**config.mk**
```make
export PLATFORM = sky130hd
export DESIGN_NAME = pipeline_hazard_ctrl
export DESIGN_NICKNAME = d
export VERILOG_FILES = /design/src/rtl/pipeline_hazard_ctrl.sv
export SDC_FILE = /design/constraint.sdc
export NUM_CORES = 1
export LEC_CHECK = 0
export CAP_MARGIN = 20
export CORE_MARGIN = 1.5
export CORE_UTILIZATION = 30
export DETAILED_ROUTE_END_ITERATION = 7
export PLACE_DENSITY = 0.61
export SETUP_SLACK_MARGIN = 0.1
export SLEW_MARGIN = 30
export SYNTH_ARGS = -nofsm -noshare
export SYNTH_HDL_FRONTEND = slang
export SYNTH_SLANG_ARGS = --single-unit
```
**constraint.sdc**
```tcl
create_clock -name clk -period 11.1 [get_ports clk]
set_input_delay 2.775 -clock clk [delete_from_list [all_inputs] [get_ports clk]]
set_output_delay 2.775 -clock clk [all_outputs]
set_load 0.005 [all_outputs]
```
**src/rtl/pipeline_hazard_ctrl.sv**
```systemverilog
// Pipeline hold/flush controller: merges per-stage hold requests into stall/bubble
// controls and turns resolve-stage traps/mispredicts into a valid/ready fetch redirect.
module pipeline_hazard_ctrl #(
    parameter int STAGES      = 5,
    parameter int HOLD_SRCS   = 4,
    parameter int REDIR_STAGE = 2,
    parameter int XLEN        = 32,
    parameter int CNT_W       = 32,
    localparam int SW         = (STAGES > 1) ? $clog2(STAGES) : 1
) (
    input  logic                    clk,
    input  logic                    rst,
    input  logic [HOLD_SRCS-1:0]    hold_req_i,
    input  logic [HOLD_SRCS*SW-1:0] hold_stage_i,
    input  logic                    predict_flag_i,
    input  logic                    jump_flag_i,
    input  logic [XLEN-1:0]         jump_pc_i,
    input  logic                    trap_flag_i,
    input  logic [XLEN-1:0]         trap_pc_i,
    input  logic                    redirect_ready_i,
    input  logic                    cnt_clr_i,
    output logic [STAGES-1:0]       stall_o,
    output logic [STAGES-1:0]       bubble_o,
    output logic                    redirect_valid_o,
    output logic [XLEN-1:0]         redirect_pc_o,
    output logic [CNT_W-1:0]        stall_cnt_o,
    output logic [CNT_W-1:0]        redir_cnt_o
);

    localparam logic [SW-1:0] LAST_STAGE = SW'(STAGES - 1);

    logic            hold_any;
    logic [SW-1:0]   hold_max;
    logic [SW-1:0]   src_stage;
    logic            evt;
    logic [XLEN-1:0] evt_pc;
    logic            pending_q;
    logic            suppress_q;
    logic [XLEN-1:0] pc_q;
    logic [CNT_W-1:0] stall_cnt_q;
    logic [CNT_W-1:0] redir_cnt_q;

    always_comb begin
        hold_any  = 1'b0;
        hold_max  = '0;
        src_stage = '0;
        for (int i = 0; i < HOLD_SRCS; i++) begin
            src_stage = hold_stage_i[i*SW +: SW];
            if (src_stage > LAST_STAGE) src_stage = LAST_STAGE;
            if (hold_req_i[i]) begin
                hold_any = 1'b1;
                if (src_stage > hold_max) hold_max = src_stage;
            end
        end
    end

    // A resolving instruction that is itself held must redirect only once.
    assign evt    = !suppress_q && (trap_flag_i || (predict_flag_i != jump_flag_i));
    assign evt_pc = trap_flag_i ? trap_pc_i : jump_pc_i;

    always_comb begin
        stall_o  = '0;
        bubble_o = '0;
        for (int k = 0; k < STAGES; k++) begin
            stall_o[k] = hold_any && (SW'(k) <= hold_max);
        end
        for (int k = 1; k < STAGES; k++) begin
            bubble_o[k] = hold_any && (SW'(k - 1) == hold_max);
        end
        for (int k = 0; k < REDIR_STAGE; k++) begin
            if (evt) begin
                stall_o[k]  = 1'b0;
                bubble_o[k] = 1'b1;
            end
        end
        if (pending_q) bubble_o[0] = 1'b1;
    end

    always_ff @(posedge clk) begin
        if (rst) begin
            pending_q   <= 1'b0;
            pc_q        <= '0;
            suppress_q  <= 1'b0;
            stall_cnt_q <= '0;
            redir_cnt_q <= '0;
        end else begin
            if (evt) begin
                pending_q <= 1'b1;
                pc_q      <= evt_pc;
            end else if (pending_q && redirect_ready_i) begin
                pending_q <= 1'b0;
            end

            if (!stall_o[REDIR_STAGE]) suppress_q <= 1'b0;
            else if (evt)              suppress_q <= 1'b1;

            if (cnt_clr_i)                         stall_cnt_q <= '0;
            else if (stall_o[0] && !(&stall_cnt_q)) stall_cnt_q <= stall_cnt_q + CNT_W'(1);

            if (cnt_clr_i)                  redir_cnt_q <= '0;
            else if (evt && !(&redir_cnt_q)) redir_cnt_q <= redir_cnt_q + CNT_W'(1);
        end
    end

    assign redirect_valid_o = pending_q;
    assign redirect_pc_o    = pc_q;
    assign stall_cnt_o      = stall_cnt_q;
    assign redir_cnt_o      = redir_cnt_q;

endmodule

```
==> flow_metrics.py, run 1 <==
# Synthesis and PnR figures
metrics = {
    "placement": {
        "dp_slack_ns": 0.338,
        "place_congestion": 0.833,
        "post_dp_cell_area_um2": 7460,
        "dp.cells": 1029,
    },
    "layout": {
        "fin_nets": 916,
        "areaGrowthSynthToFinish_pct": 44.9,
        "antenna_cells": 0,
        "design_area_um2": 7780,
        "layout-drive-gt1-share_pct": 5.60,
        "lay_top_cells": "clkdlybuf4s50_1, dfxtp_1, nor2_1, a21oi_1, nand2_1",
        "finish.utilization_pct": 44.7,
        "nonClockInverterCount": 21,
        "comb_cells": 487,
        "flops": 98,
        "ff_latch_area_um2": 1960,
        "fin_cells": 1047,
        "comb_share_pct": 41.0,
        "n_fill_cell": 1742,
        "buffer_area_share_pct": 25.5,
        "layout_top_cell": "clkdlybuf4s50_1",
        "logic_area_um2": 3190,
    },
    "power_and_ir_drop": {
        "powerDensity_nw_per_um2": 117,
        "internal_power_uw": 668,
        "power_frac_clock_pct": 34.5,
        "power.group.top": "sequential cells",
        "p_comb_uw": 212,
        "p_sw_uw": 241,
        "swShare_pct": 26.6,
        "combPwrFrac_pct": 23.3,
        "seqPwrFrac_pct": 42.2,
        "power_uw": 909,
        "vdd.ir_drop.worst_v": 0.0000707,
    },
    "routing": {
        "dr.pass1.iters": 4,
        "wl_met2_um": 7420,
        "route.detailed.drc": 0,
        "drt_iter0_markers": 327,
        "vias_per_cell": 5.23,
        "top_layer": "met4",
        "wl_per_cell_um": 15.3,
        "routed_wl_um": 16000,
        "num_vias": 5477,
        "wl_met1_um": 7470,
        "wl_met3_um": 1010,
    },
    "global_route": {
        "groute.layer.met2.usage_pct": 25.6,
        "grt_max_degree": 70,
        "grt_use_met1_pct": 22.2,
        "grt_overflow": 0,
        "top_usage_layer": "met2",
        "grtUsageMet3_pct": 4.44,
        "grt_pass1_vias": 4720,
        "grt_antenna_before_repair": 0,
    },
    "synthesis": {
        "synth.most_common_cell": "dfxtp_1",
        "syn_inst": 641,
        "synthTopCellsByArea": "dfxtp_1, mux2i_1, a21oi_1",
        "synth.net_count": 739,
        "edf_count": 0,
        "ys_types": 60,
        "synthMuxAreaShare_pct": 7.29,
        "yosys_warnings": 0,
        "dominantRegCellSynth": "dfxtp_1",
        "seq_area_frac_synth_pct": 36.5,
        "yosys.area.top_type_share_pct": 36.5,
        "yosys.area_share.simple_pct": 25.7,
        "yosys.area.top_type": "dfxtp_1",
        "yosys-stat-area_um2": 5370,
        "ys_cells": 641,
        "adder_share_pct": 2.56,
        "ys_sh_xor_pct": 0.815,
        "synthTopLogicFamily": "simple AND/OR/NAND/NOR gates",
    },
    "timing": {
        "period_minus_slack_ns": 10.61,
        "tns_ns": 0,
        "relSlewSlack_pct": 42.5,
        "hold_viol_final": 0,
        "finalClockPeriodUsage_pct": 95.6,
        "worst_pin_slew_ns": 0.862,
        "worst_slack_ns": 0.486,
        "slew_viol_final": 0,
    },
    "critical_path": {
        "cp_slowest_stage_delay_ns": 0.58,
        "crit_fanout": 5,
        "slowest_stage": "clkdlybuf4s50_1",
        "cp.depth": 20,
        "worstPathRequired_ns": 8.33,
        "worstPathCellList": "clkdlybuf4s50_1 -> nor2b_1 -> nand2_1 -> ha_1 -> or2_2 -> o211ai_1 -> mux2_2 -> ha_1 -> nor2b_1 -> o31a_1 -> and2_1 -> o21ai_0 -> inv_1 -> ha_1 -> and3_1 -> a211oi_2 -> a31oi_1 -> a21boi_0 -> a2111oi_1 -> clkdlybuf4s50_1",
        "r2r_setup_slack_ns": 8.47,
        "crit_end": "bubble_o[2]",
        "path_delay_family": "AND-OR/OR-AND gates",
        "critical_path_buf_inv_count": 3,
        "cp_common_cell": "ha_1",
        "crit_path_end_kind": "output port",
        "crit_arrival_ns": 7.84,
        "timing.rr.start": "stall_cnt_o[3]",
        "critPathKind": "input port to output port",
    },
    "cts": {
        "cts_resized": 0,
        "cts_root_buf": "clkbuf_16",
        "tritoncts": "yes",
        "htree_levels": 3,
        "cts.path.max_buffers": 2,
        "post_cts_buffers": 0,
        "clkTransAtPathRegs_ns": 0.07,
        "cts_hold_buf": 0,
    },
    "floorplan": {
        "fp.dieW_um": 137,
        "die_area_um2": 18700,
        "design.core.area_um2": 17400,
        "chipHeight_um": 137,
        "nWellTaps": 225,
        "rows": 48,
        "ios": 194,
        "fp_util_pct": 30.8,
    },
    "run": {
        "openroad.warnings": 26,
    },
    "outcome": {
        "status": "completed",
    },
    "hold_path": {
        "holdPathStages": 2,
        "hp-class": "flip-flop to flip-flop",
        "holdPathEnd": "stall_cnt_o[6]",
        "timing.hold.worst.start": "stall_cnt_o[6]",
    },
}
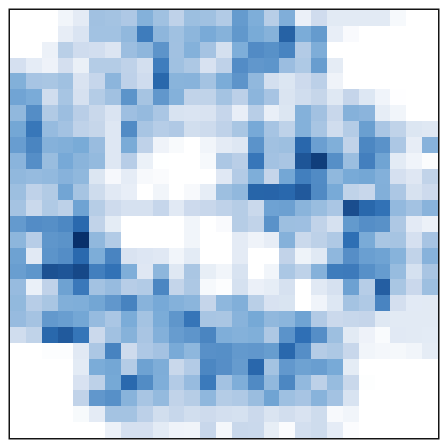
Fig. 1. Routed metal per tile (run 1).
The die is cut into 27 by 27 equal tiles; white is low, dark blue is high, scaled to the fullest tile. Values are wire area over tile area, all layers added.
tiles over half the peak: 19%
mean over tiles: 0.14
nearly empty tiles: 17%
fullest tile: 0.45

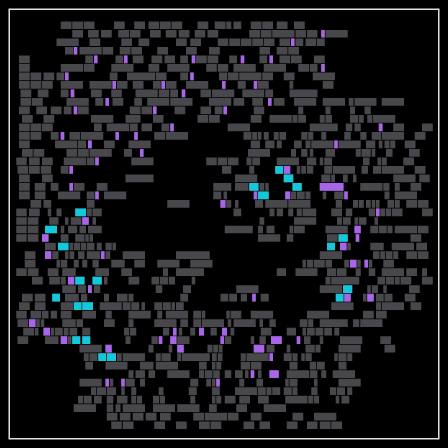
Fig. 2. Selected gate families (run 1).
[cyan] non-inverting ao/oa cells | cells: 21
[purple] nor cells | cells: 75 | where: widely spread

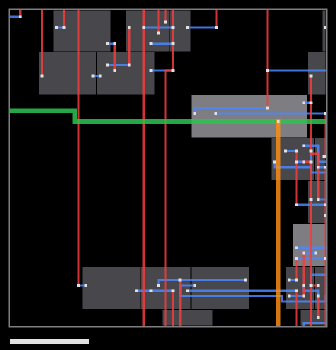
Fig. 3. Close-up of the layout (run 1).
Scale bar: 5 um. Window x 58 to 78, y 86 to 106 um. Cells in grey, sequential cells in the stronger grey; small squares are vias.
[green] M3
[orange] M4
[red] M2
[blue] M1
netlist names of flops here include: redir_cnt_o (1)
sequential cells in the window: 1
most frequent: clkdlybuf4s50_1 (4)
cells with their middle in the window: 11

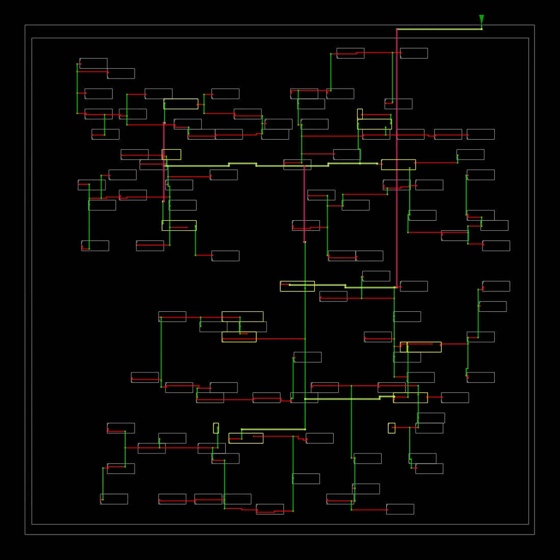
Fig. 4. Clock routing (run 1).
Fin Clk Skew: 0.00948 ns
clk latency late pin: 0.35 ns
clk_buf instances: 12
CTS Buf Count: 9
Clk. pwr: 313 uW

==> run 1 -> run 2 <==
ABC_AREA = 1   (was default)
PLACE_DENSITY = 0.59   (was 0.61)
SKIP_LAST_GASP = 1   (was default)
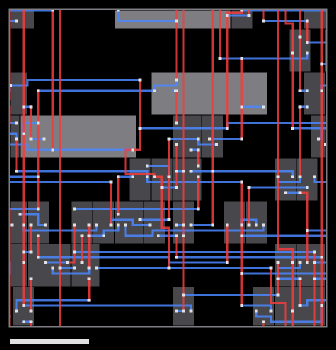
Fig. 5. Close-up of the layout (run 2).
Scale bar: 5 um. Window x 61 to 81, y 90 to 110 um. Cells in grey, sequential cells in the stronger grey; small squares are vias.

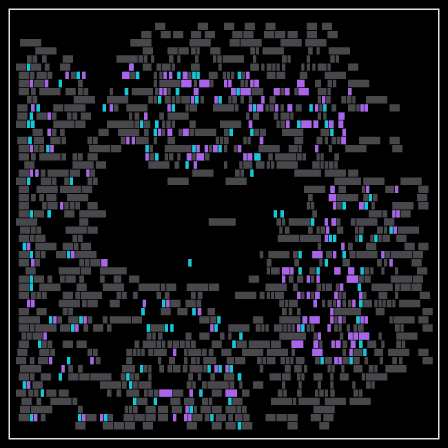
Fig. 6. Selected gate families (run 2).
[purple] nor cells | cells: 163 | where: widely spread
[cyan] inv cells | cells: 110 | where: widely spread

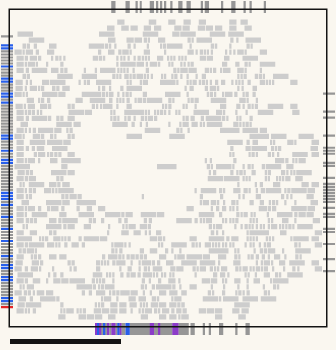
Fig. 7. Pin map (run 2).
Scale bar: 50 um. Pins as bars across the die edge, other pins in grey.
[purple] hold_stage_i | pins: 12 | direction: input | edge: bottom
[red] cnt_clr_i | pins: 1 | direction: input | edge: left
[blue] jump_pc_i | pins: 32 | direction: input | edge: 27 left, 5 bottom
all pins by edge: 89 left, 55 bottom, 25 top, 25 right

==> flow_metrics.py, run 2 <==
# Synthesis and PnR figures
metrics = {
    "hold_path": {
        "timing.hold.worst.start": "redir_cnt_o[11]",
        "hp-class": "flip-flop to flip-flop",
        "holdPathEnd": "redir_cnt_o[11]",
    },
    "placement": {
        "post_dp_cell_area_um2": 7970,
        "place_congestion": 0.851,
        "dp.cells": 1332,
    },
    "routing": {
        "top_layer": "met4",
        "drt_iter0_markers": 333,
        "dr.pass1.iters": 5,
        "wl_met2_um": 8200,
        "routed_wl_um": 17800,
        "wl_met3_um": 1410,
        "wl_met1_um": 7910,
        "route.detailed.drc": 0,
    },
    "cts": {
        "tritoncts": "yes",
        "cts_root_buf": "clkbuf_16",
        "cts_inserted_buffers": 9,
        "clk_latency_ns": 0.35,
        "htree_levels": 3,
        "clkTransAtPathRegs_ns": 0.07,
        "cts.path.max_buffers": 2,
    },
    "critical_path": {
        "crit_path_end_kind": "output port",
        "cp.depth": 24,
        "worstPathRequired_ns": 8.33,
        "crit_fanout": 6,
        "crit_arrival_ns": 7.33,
        "r2r_setup_slack_ns": 8.78,
        "slowest_stage": "o21ai_0",
    },
    "layout": {
        "nonClockInverterCount": 110,
        "antenna_cells": 0,
        "layout_top_cell": "nand2_1",
        "flops": 98,
        "design_area_um2": 8240,
        "layout-drive-gt1-share_pct": 5.15,
        "fin_nets": 1181,
        "lay_top_cells": "nand2_1, clkdlybuf4s50_1, a21oi_1, nor2_1, inv_1",
        "finish.utilization_pct": 43.5,
        "n_clock_buffer": 9,
        "fin_cells": 1348,
    },
    "timing": {
        "worst_pin_slew_ns": 0.900,
        "relSlewSlack_pct": 39.9,
        "worst_slack_ns": 0.998,
        "period_minus_slack_ns": 10.10,
        "finalClockPeriodUsage_pct": 91.0,
        "hold_viol_final": 0,
    },
    "power_and_ir_drop": {
        "power_uw": 900,
        "powerDensity_nw_per_um2": 109,
        "p_comb_uw": 221,
        "combPwrFrac_pct": 24.5,
        "vdd.ir_drop.worst_v": 0.0000693,
        "swShare_pct": 29.9,
        "p_sw_uw": 270,
        "internal_power_uw": 631,
        "p_clk_uw": 297,
        "power_frac_clock_pct": 33.0,
        "seqPwrFrac_pct": 42.5,
    },
    "synthesis": {
        "yosys.area.top_type_share_pct": 33.4,
        "synth.net_count": 1008,
        "yosys.area_share.simple_pct": 34.0,
        "adder_share_pct": 2.35,
        "synthMuxAreaShare_pct": 0,
        "edf_count": 0,
        "yosys-stat-area_um2": 5870,
        "yosys.area.top_type": "dfxtp_1",
        "synthTopLogicFamily": "simple AND/OR/NAND/NOR gates",
        "dominantRegCellSynth": "dfxtp_1",
        "yosys_warnings": 0,
        "ys_cells": 910,
    },
    "global_route": {
        "grt_overflow": 0,
        "grt_antenna_before_repair": 0,
        "grtUsageMet3_pct": 6.27,
        "grt_use_met1_pct": 22.1,
        "groute.layer.met2.usage_pct": 30.0,
    },
    "floorplan": {
        "design.core.area_um2": 19000,
        "ios": 194,
        "fp_util_pct": 31.0,
        "rows": 50,
        "nWellTaps": 260,
    },
    "outcome": {
        "status": "completed",
    },
}
==> run 2 -> run 3 <==
SKIP_LAST_GASP = default   (was 1)
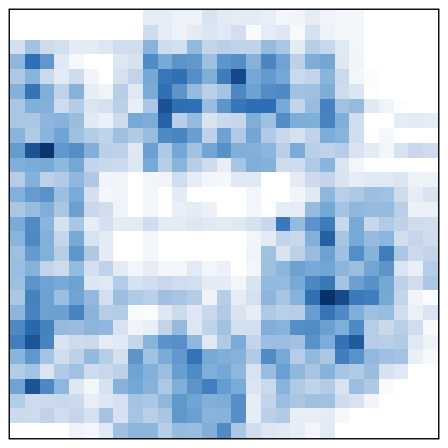
Fig. 8. Routed metal per tile (run 3).
The die is cut into 29 by 29 equal tiles; white is low, dark blue is high, scaled to the fullest tile. Values are wire area over tile area, all layers added.
densest ninth of the die: top centre
fullest tile: 0.49
tiles over half the peak: 18%
nearly empty tiles: 15%
mean over tiles: 0.14

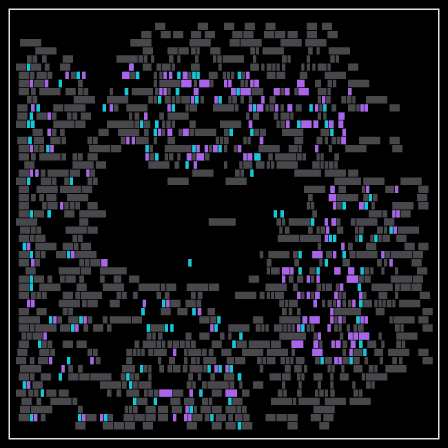
Fig. 9. Selected gate families (run 3).
multi-input combinational area share: 40.2%
most frequent logic cell in the layout: nand2_1
Finished Layout Cells: 1348

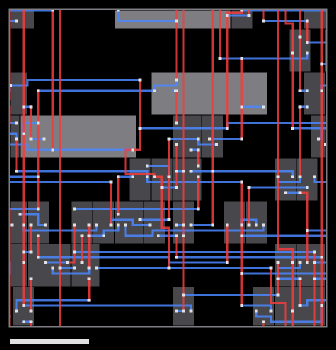
Fig. 10. Close-up of the layout (run 3).
Scale bar: 5 um. Window x 61 to 81, y 90 to 110 um. Cells in grey, sequential cells in the stronger grey; small squares are vias.
[blue] M1
[red] M2
netlist names of flops here include: redir_cnt_o (2)
cells with their middle in the window: 30
most frequent: nand2_1 (11), nor2_1 (6), inv_1 (4)
sequential cells in the window: 2

==> flow_metrics.py, run 3 <==
# Synthesis and PnR figures
metrics = {
    "floorplan": {
        "fp_util_pct": 31.0,
        "chipHeight_um": 143,
        "design.core.area_um2": 19000,
        "die_area_um2": 20400,
        "nWellTaps": 260,
        "rows": 50,
        "ios": 194,
    },
    "synthesis": {
        "synth.most_common_cell": "nand2_1",
        "yosys.area_share.simple_pct": 34.0,
        "synthMuxAreaShare_pct": 0,
        "synthTopLogicFamily": "simple AND/OR/NAND/NOR gates",
        "syn_inst": 910,
        "yosys-stat-area_um2": 5870,
        "edf_count": 0,
        "adder_share_pct": 2.35,
        "dominantRegCellSynth": "dfxtp_1",
        "ys_sh_xor_pct": 4.63,
        "top_cells_by_count": "nand2_1, a21oi_1, nor2_1",
        "yosys_warnings": 0,
        "synthTopCellsByArea": "dfxtp_1, nand2_1, a21oi_1",
        "yosys.area.top_type_share_pct": 33.4,
        "ys_cells": 910,
        "synth.net_count": 1008,
        "yosys.area.top_type": "dfxtp_1",
    },
    "layout": {
        "areaGrowthSynthToFinish_pct": 40.4,
        "comb_cells": 667,
        "n_clock_buffer": 9,
        "nonClockInverterCount": 110,
        "lay_top_cells": "nand2_1, clkdlybuf4s50_1, a21oi_1, nor2_1, inv_1",
        "dominant_cells": "combinational gates",
        "layout-drive-gt1-share_pct": 5.15,
        "finish.utilization_pct": 43.5,
        "buffer_area_share_pct": 23.8,
        "design_area_um2": 8240,
        "n_fill_cell": 1978,
        "flops": 98,
        "clkCellAreaFrac_pct": 3.28,
        "ff_latch_area_um2": 1960,
        "fin_nets": 1181,
        "n_all_buffers": 197,
        "antenna_cells": 0,
        "sh_seq_area_pct": 23.8,
    },
    "global_route": {
        "groute.layer.met2.usage_pct": 30.0,
        "grt_pass1_wl_um": 29100,
        "grt_antenna_before_repair": 0,
        "grt_pass1_vias": 5768,
        "grt.total_usage_pct": 18.0,
        "grt_overflow": 0,
        "grtUsageMet3_pct": 6.27,
        "grt_use_met1_pct": 22.1,
        "top_usage_layer": "met2",
    },
    "cts": {
        "cts_hold_buf": 0,
        "tritoncts": "yes",
        "clkTransAtPathRegs_ns": 0.07,
        "numClockSinks": 98,
        "post_cts_buffers": 0,
        "cts_inserted_buffers": 9,
        "htree_levels": 3,
        "clk_latency_ns": 0.35,
        "cts_resized": 0,
        "cts.path.max_buffers": 2,
        "cts_root_buf": "clkbuf_16",
    },
    "critical_path": {
        "cp_common_cell": "nand2_1",
        "slowest_stage": "o21ai_0",
        "crit_end": "bubble_o[4]",
        "worstPathRequired_ns": 8.33,
        "ff2ff_path_depth": 9,
        "worstPathCellList": "clkdlybuf4s50_1 -> o21ai_0 -> nand2_1 -> inv_1 -> ha_1 -> nand3_1 -> nand2_1 -> nand3_1 -> nand2_1 -> nand2_1 -> ha_1 -> nand2_1 -> o21ai_1 -> nand3_1 -> nor2_1 -> a31oi_1 -> ha_1 -> nand2_1 -> o21ai_0 -> nand2_1 -> o21ai_0 -> nand3_1 -> nor2_1 -> clkdlybuf4s50_1",
        "timing.rr.start": "suppress_q",
        "cp_slowest_stage_delay_ns": 0.52,
        "critical_path_buf_inv_count": 3,
        "crit_arrival_ns": 7.33,
        "start_kind": "input port",
        "r2r-end": "redir_cnt_o[17]",
        "crit_path_end_kind": "output port",
        "crit_fanout": 6,
        "r2r_setup_slack_ns": 8.78,
        "critPathKind": "input port to output port",
        "cp.depth": 24,
        "path_delay_family": "simple AND/OR/NAND/NOR gates",
    },
    "power_and_ir_drop": {
        "p_sw_uw": 270,
        "cellLeakagePower_nw": 3.01,
        "internal_power_uw": 631,
        "vdd.ir_drop.worst_v": 0.0000693,
        "swShare_pct": 29.9,
        "power_uw": 900,
        "power_frac_clock_pct": 33.0,
        "p_comb_uw": 221,
        "p_clk_uw": 297,
        "seqPwrFrac_pct": 42.5,
        "seq-power_uw": 383,
        "combPwrFrac_pct": 24.5,
        "powerDensity_nw_per_um2": 109,
    },
    "hold_path": {
        "holdPathStages": 2,
        "hp-class": "flip-flop to flip-flop",
        "timing.hold.worst.start": "redir_cnt_o[11]",
        "holdPathEnd": "redir_cnt_o[11]",
    },
    "placement": {
        "dp_slack_ns": 1.04,
        "dp.cells": 1332,
        "post_dp_cell_area_um2": 7970,
        "place_congestion": 0.851,
    },
    "routing": {
        "ant_nets": 0,
        "vias_per_cell": 4.65,
        "dr.pass1.iters": 5,
        "num_vias": 6270,
        "wl_met1_um": 7910,
        "route.detailed.drc": 0,
        "wl_met2_um": 8200,
        "routed_wl_um": 17800,
        "wl_per_cell_um": 13.2,
        "top_layer": "met4",
        "drt_iter0_markers": 333,
        "wl_met3_um": 1410,
    },
    "timing": {
        "worst_slack_ns": 0.998,
        "rsz0062_at_grt": "no",
        "relSlewSlack_pct": 39.9,
        "worst_pin_slew_ns": 0.900,
        "hold_viol_final": 0,
        "fmax_ghz": 0.0990,
        "setup_viol": 0,
        "finalClockPeriodUsage_pct": 91.0,
        "holdWs_ns": 0.510,
        "period_minus_slack_ns": 10.10,
        "tns_ns": 0,
        "slew_viol_final": 0,
    },
    "outcome": {
        "status": "completed",
    },
    "run": {
        "openroad.warnings": 26,
        "max_cap_violations": 0,
    },
}
Power is estimated from default activity; no workload was simulated.
